Fig. 1: run 1, M3 wires
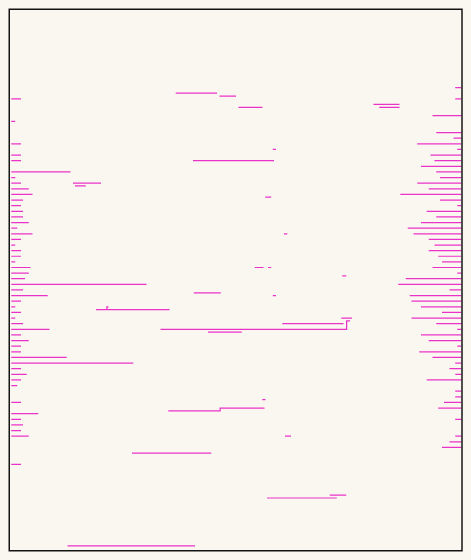
Fig. 2: run 1, metal 2
Scale bar: 20 um.
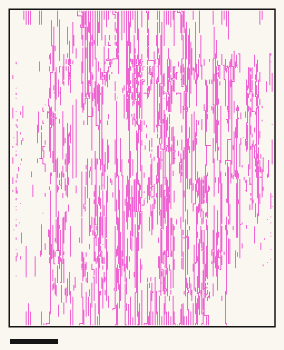
Fig. 3: run 1, metal layers overlaid
Scale bar: 20 um. Only two layers are drawn.
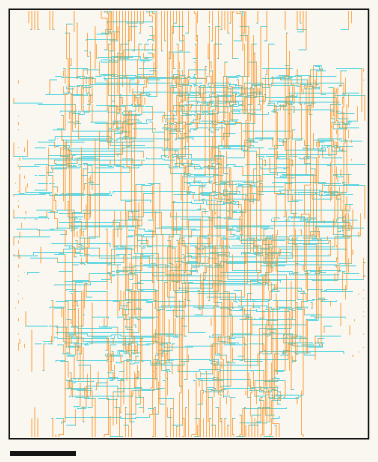
===== src/rtl/writeback_stage.sv =====
// Writeback stage: retires ALU/link results in one cycle and waits for load data
// before aligning it. Defining WRITEBACK_RETIRE_CNT_EN enables the 64-bit retire counter.
module writeback_stage #(
    parameter int DATA_W = 32,
    parameter int ADDR_W = 5
) (
    input  logic              clk,
    input  logic              rst_n,
    input  logic              in_valid,
    output logic              in_ready,
    input  logic [ADDR_W-1:0] in_rd,
    input  logic              in_rd_we,
    input  logic [1:0]        in_wb_sel,
    input  logic [DATA_W-1:0] in_alu_res,
    input  logic [DATA_W-1:0] in_pc_plus4,
    input  logic [2:0]        in_ld_funct3,
    input  logic [1:0]        in_ld_lsb,
    input  logic              dmem_rvalid,
    input  logic [DATA_W-1:0] dmem_rdata,
    output logic              rf_we,
    output logic [ADDR_W-1:0] rf_addr_w,
    output logic [DATA_W-1:0] rf_data_w,
    output logic              retire,
    output logic [63:0]       retire_cnt
);

    typedef enum logic {
        IDLE      = 1'b0,
        WAIT_LOAD = 1'b1
    } state_e;

    state_e            state_q, state_d;
    logic [ADDR_W-1:0] ldRd_q, ldRd_d;
    logic              ldWe_q, ldWe_d;
    logic [2:0]        ldFunct3_q, ldFunct3_d;
    logic [1:0]        ldLsb_q, ldLsb_d;
    logic              rfWe_q, rfWe_d;
    logic [ADDR_W-1:0] rfAddr_q, rfAddr_d;
    logic [DATA_W-1:0] rfData_q, rfData_d;
    logic              retire_q, retire_d;
    logic              accept;

    // Picks the addressed byte/halfword out of the memory word and extends it.
    function automatic logic [DATA_W-1:0] alignLoad(input logic [DATA_W-1:0] word,
                                                    input logic [2:0]        funct3,
                                                    input logic [1:0]        lsb);
        logic [7:0]  byteVal;
        logic [15:0] halfVal;
        byteVal = word[{lsb, 3'b000} +: 8];
        halfVal = word[{lsb[1], 4'b0000} +: 16];
        case (funct3)
            3'b000:  return {{(DATA_W-8){byteVal[7]}}, byteVal};
            3'b001:  return {{(DATA_W-16){halfVal[15]}}, halfVal};
            3'b100:  return {{(DATA_W-8){1'b0}}, byteVal};
            3'b101:  return {{(DATA_W-16){1'b0}}, halfVal};
            default: return word;
        endcase
    endfunction

    assign in_ready = (state_q == IDLE);
    assign accept   = in_valid && in_ready;

    always_comb begin
        state_d    = state_q;
        ldRd_d     = ldRd_q;
        ldWe_d     = ldWe_q;
        ldFunct3_d = ldFunct3_q;
        ldLsb_d    = ldLsb_q;
        rfWe_d     = 1'b0;
        rfAddr_d   = rfAddr_q;
        rfData_d   = rfData_q;
        retire_d   = 1'b0;
        case (state_q)
            IDLE: begin
                if (accept) begin
                    if (in_wb_sel == 2'b01) begin
                        state_d    = WAIT_LOAD;
                        ldRd_d     = in_rd;
                        ldWe_d     = in_rd_we;
                        ldFunct3_d = in_ld_funct3;
                        ldLsb_d    = in_ld_lsb;
                    end else begin
                        retire_d = 1'b1;
                        if (in_rd_we && (in_rd != '0) && (in_wb_sel != 2'b11)) begin
                            rfWe_d   = 1'b1;
                            rfAddr_d = in_rd;
                            rfData_d = (in_wb_sel == 2'b10) ? in_pc_plus4 : in_alu_res;
                        end
                    end
                end
            end
            WAIT_LOAD: begin
                if (dmem_rvalid) begin
                    state_d  = IDLE;
                    retire_d = 1'b1;
                    if (ldWe_q && (ldRd_q != '0)) begin
                        rfWe_d   = 1'b1;
                        rfAddr_d = ldRd_q;
                        rfData_d = alignLoad(dmem_rdata, ldFunct3_q, ldLsb_q);
                    end
                end
            end
            default: state_d = IDLE;
        endcase
    end

    always_ff @(posedge clk) begin
        if (!rst_n) begin
            state_q    <= IDLE;
            ldRd_q     <= '0;
            ldWe_q     <= 1'b0;
            ldFunct3_q <= '0;
            ldLsb_q    <= '0;
            rfWe_q     <= 1'b0;
            rfAddr_q   <= '0;
            rfData_q   <= '0;
            retire_q   <= 1'b0;
        end else begin
            state_q    <= state_d;
            ldRd_q     <= ldRd_d;
            ldWe_q     <= ldWe_d;
            ldFunct3_q <= ldFunct3_d;
            ldLsb_q    <= ldLsb_d;
            rfWe_q     <= rfWe_d;
            rfAddr_q   <= rfAddr_d;
            rfData_q   <= rfData_d;
            retire_q   <= retire_d;
        end
    end

    assign rf_we     = rfWe_q;
    assign rf_addr_w = rfAddr_q;
    assign rf_data_w = rfData_q;
    assign retire    = retire_q;

`ifdef WRITEBACK_RETIRE_CNT_EN
    // Counts a pulse once it has completed, so the count steps the cycle after retire.
    logic [63:0] retireCnt_q;

    always_ff @(posedge clk) begin
        if (!rst_n) begin
            retireCnt_q <= '0;
        end else if (retire_q) begin
            retireCnt_q <= retireCnt_q + 64'd1;
        end
    end

    assign retire_cnt = retireCnt_q;
`else
    assign retire_cnt = '0;
`endif

endmodule


===== config.mk =====
export PLATFORM = sky130hd
export DESIGN_NAME = writeback_stage
export DESIGN_NICKNAME = d
export VERILOG_FILES = /design/src/rtl/writeback_stage.sv
export SDC_FILE = /design/constraint.sdc
export NUM_CORES = 1
export LEC_CHECK = 0
export ABC_AREA = 1
export ABC_CLOCK_PERIOD_IN_PS = 1200
export CAP_MARGIN = 20
export CORE_ASPECT_RATIO = 1.2
export CORE_UTILIZATION = 30
export DETAILED_ROUTE_END_ITERATION = 6
export GPL_TIMING_DRIVEN = 1
export HOLD_SLACK_MARGIN = 0.02
export PLACE_DENSITY_LB_ADDON = 0.1
export SETUP_SLACK_MARGIN = 0.3
export SYNTH_ARGS = -nofsm -noshare
export SYNTH_HDL_FRONTEND = slang
export SYNTH_SLANG_ARGS = --single-unit

===== constraint.sdc =====
create_clock -name clk -period 1.2 [get_ports clk]
set_input_delay 0.18 -clock clk [delete_from_list [all_inputs] [get_ports clk]]
set_output_delay 0.18 -clock clk [all_outputs]
set_load 0.01 [all_outputs]

==> impl_metrics.json, run 1 <==
{
  "drc": 0,
  "wire_per_inst_um": 14.5,
  "p_clk_mw": 1.52,
  "syn_area_um2": 4140,
  "taps": 168,
  "placedCellCount": 1012,
  "bufAreaShareNonClock": 0.358,
  "placed_area_um2": 6010,
  "aoi_share": 0.149,
  "synth-simple-area-share": 0.374,
  "synth_warnings": 0,
  "violations": "setup timing",
  "lay_top_cells": "nand2_1, clkdlybuf4s50_1, nand3_1, conb_1, buf_6",
  "fin_total_pwr_mw": 5.36,
  "area_delta_synth_final_pct": 68.5,
  "arrival_ns": 1.60,
  "setup_viol": 37,
  "fin_ws_ns": -0.171,
  "mux_area_frac": 0,
  "first_global_vias": 4529,
  "fillers": 1362,
  "comb_cells": 521,
  "core_area_um2": 13400,
  "endpoint_kind": "register",
  "status": "complete, but fails checks",
  "fin_hold_ws_ns": 0.265,
  "finalHoldViolations": 0,
  "antenna_found_initial": 1,
  "sh_comb_area": 0.392,
  "nets": 989,
  "hold_buffers": 0,
  "use_met2": 0.390,
  "ys_cells": 675,
  "use_met3": 0.0268
}
About Fig. 1:
nets with wire on the layer = 127
wire length on this layer = 808 um

About Fig. 2:
wire length on this layer = 8060 um
main direction = vertical
longest straight run = 51.0 um
nets with wire on the layer = 782

About Fig. 3:
met2 -> orange  # wire length 8060 um
met1 -> cyan  # wire length 6100 um

-- run 1: worst register-to-register path, delay by kind of cell (launching register included) --
kind / cells / cell delay, ns
AND/OR/NAND/NOR: 4 / 0.35
flip-flops: 1 / 0.34
buffers and inverters: 2 / 0.29
AND-OR/OR-AND: 2 / 0.25
-- run 1: flip-flops by register name, summed over array words and instances, names as in the netlist --
| register | count |
|---|---|
| retire | 1 |
| ldWe_q | 1 |
| rf_data_w | 32 |
| ldRd_q | 5 |
| ldLsb_q | 2 |
| rf_we | 1 |
| state_q | 1 |
| ldFunct3_q | 3 |
| rf_addr_w | 5 |
-- run 1: timing repair --
action,CTS,global route
endpoints found under the setup margin,91,91
pin swaps,9,12
gates cloned,5,2
resized,296,82
endpoints found under the hold margin,0,0
setup buffers,11,7
## Run 2: what changed since run 1
==> constraint.sdc (replaced) <==
create_clock -name clk -period 1.2 [get_ports clk]
set_input_delay 0.12 -clock clk [delete_from_list [all_inputs] [get_ports clk]]
set_output_delay 0.12 -clock clk [all_outputs]
set_load 0.01 [all_outputs]
Fig. 4: run 2, M3 wires
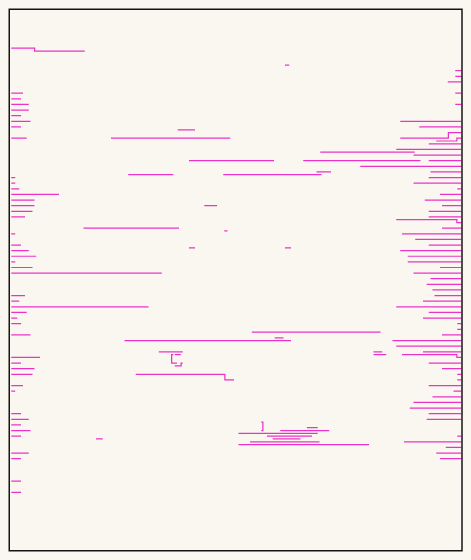
longest straight run = 40.0 um
wire length on this layer = 1130 um
main direction = horizontal

==> run 2 against run 1 <==
  * The flow still finishes with violations (setup timing)
  * Worst setup slack worse by 0.014 ns
  * Utilization down 3.1 points
  * Via count down 0.48%
  * Maximum frequency down 1.0%
  * Non-clock buffer count down 10
  * First-iteration DRC count up 16%
  * Sequential share of layout area up 0.69 points
  * Global-route usage down 0.46 points
  * Cell area down 5.9%
  * Combinational power down 8%
  * Largest power group is now registers
==> impl_metrics.json, run 2 <==
{
  "status": "complete, but fails checks",
  "violations": "setup timing",
  "aoi_share": 0.149,
  "largest_reg_flops": 32,
  "antenna_found_initial": 0,
  "nets": 977,
  "power_frac_comb": 0.349,
  "post-cts-setup-buffers": 1,
  "finalHoldViolations": 0,
  "fin_ws_ns": -0.185,
  "core_area_um2": 13400,
  "hold_buffers": 0,
  "setup_viol": 39,
  "endpoint_kind": "register",
  "arrival_ns": 1.62,
  "placed_area_um2": 6010,
  "mux_area_frac": 0,
  "syn_area_um2": 4140,
  "wire_per_inst_um": 14.6,
  "internal_power_mw": 3.47,
  "p_clk_mw": 1.50,
  "placedCellCount": 1014,
  "first_global_vias": 4362,
  "synth-simple-area-share": 0.374,
  "fillers": 1409,
  "fin_total_pwr_mw": 5.15,
  "cts_resized": 214,
  "drc": 0,
  "fmax_mhz": 722,
  "synth_warnings": 0
}
Fig. 5: run 2, metal 2
Scale bar: 20 um.
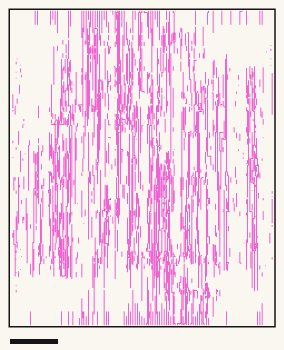
GR Layer Usage met2: 0.372
DR vias: 4747
wirelength, routed: 15100 um

[run 2: cell counts after synthesis]
Identical to the previous run, type by type.
[run 2: routing by layer]
metal / wire length, um / vias up / GRT usage
li1: - / 2423 / -
met1: 6090 / 2137 / 0.242
met2: 7720 / 176 / 0.372
met3: 1130 / 11 / 0.0337
met4: 170 / 0 / 0.0416
met5: 0 / - / 0
[run 2: critical path, stage by stage (launching register included)]
cell     delay, ns
dfxtp_2       0.34
nor2_4        0.11
nand2_2       0.08
o21ai_4       0.23
nand2_4       0.12
buf_12        0.16
buf_12        0.15
a21oi_2       0.13
[run 2: layout make-up]
type                            count  area share
Sequential cell                    51       0.163
Clock inverter                      3     0.00382
Tap cell                          168      0.0320
Multi-Input combinational cell    521       0.396
Inverter                           60      0.0393
Timing Repair Buffer              225       0.347
Clock buffer                        5      0.0191
## Run 3: what changed since run 2
--- a/config.mk
+++ b/config.mk
@@ -11,7 +11,7 @@
 export CORE_ASPECT_RATIO = 1.2
 export CORE_UTILIZATION = 30
 export DETAILED_ROUTE_END_ITERATION = 6
-export GPL_TIMING_DRIVEN = 1
+export GPL_TIMING_DRIVEN = 0
 export HOLD_SLACK_MARGIN = 0.02
 export PLACE_DENSITY_LB_ADDON = 0.1
 export SETUP_SLACK_MARGIN = 0.3
Fig. 6: run 3, metal 2
Scale bar: 20 um.
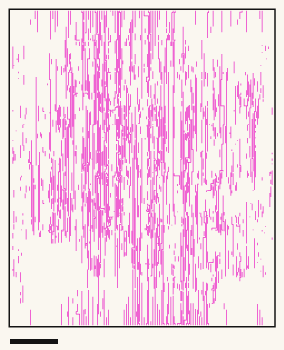
main direction = vertical
nets with wire on the layer = 806

==> run 3 against run 2 <==
  * The flow still finishes with violations (setup timing)
  * Sequential power barely moved
  * Synthesized area is the same
  * Sequential cell count stayed put
  * Clock-buffer cell count up 1
  * Total power increased by 4.4%
  * Die size did not move
  * Largest cell class unchanged
==> impl_metrics.json, run 3 <==
{
  "placed_area_um2": 6180,
  "cp_top_family": "AND-OR/OR-AND gates",
  "use_met2": 0.389,
  "routed_wl_um": 16100,
  "use_met3": 0.0317,
  "cp_slowest_stage_delay_ns": 0.34,
  "top_layer_used": "met4",
  "fin_total_pwr_mw": 5.38,
  "endpoint_kind": "register",
  "syn_area_um2": 4140,
  "first_global_vias": 4640,
  "setup_viol": 39,
  "p_clk_mw": 1.60,
  "fillers": 1364,
  "fin_ws_ns": -0.166,
  "crit_buf_inv": 2,
  "crit_top_cell": "buf_12",
  "met1_usage": 0.270,
  "violations": "setup timing",
  "internal_power_mw": 3.74,
  "dr_total_vias": 4957,
  "cp.depth": 7,
  "status": "complete, but fails checks",
  "synth_warnings": 0
}
Fig. 7: run 3, metal layers overlaid
Scale bar: 20 um. Only two layers are drawn.
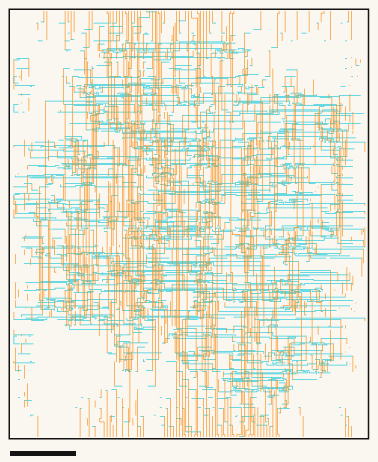
met1 -> cyan  # wire length 6700 um
met2 -> orange  # wire length 7840 um

run 3: cell counts after synthesis:
No cell type changed its count.
run 3: layout make-up:
class                           instances  area share
Multi-Input combinational cell        520       0.386
Inverter                               60      0.0366
Clock buffer                            6      0.0189
Tap cell                              168      0.0308
Buffer                                107       0.127
Clock inverter                          1     0.00439
Timing Repair Buffer                  181       0.241
Sequential cell                        51       0.155
run 3: repair_timing:
action / CTS / global route
buffers inserted: 13 / 12
gates cloned: 3 / 3
gates resized: 240 / 66
endpoints found under the setup margin: 91 / 58
pin swaps: 28 / 16
run 3: cell families after synthesis:
family,count (synthesis),share of synthesized area
compound gates,104,0.149
other cells,1,0.000907
buf+inv,167,0.229
flops,51,0.247
simple gates,352,0.374
Power and IR drop assume default switching activity.
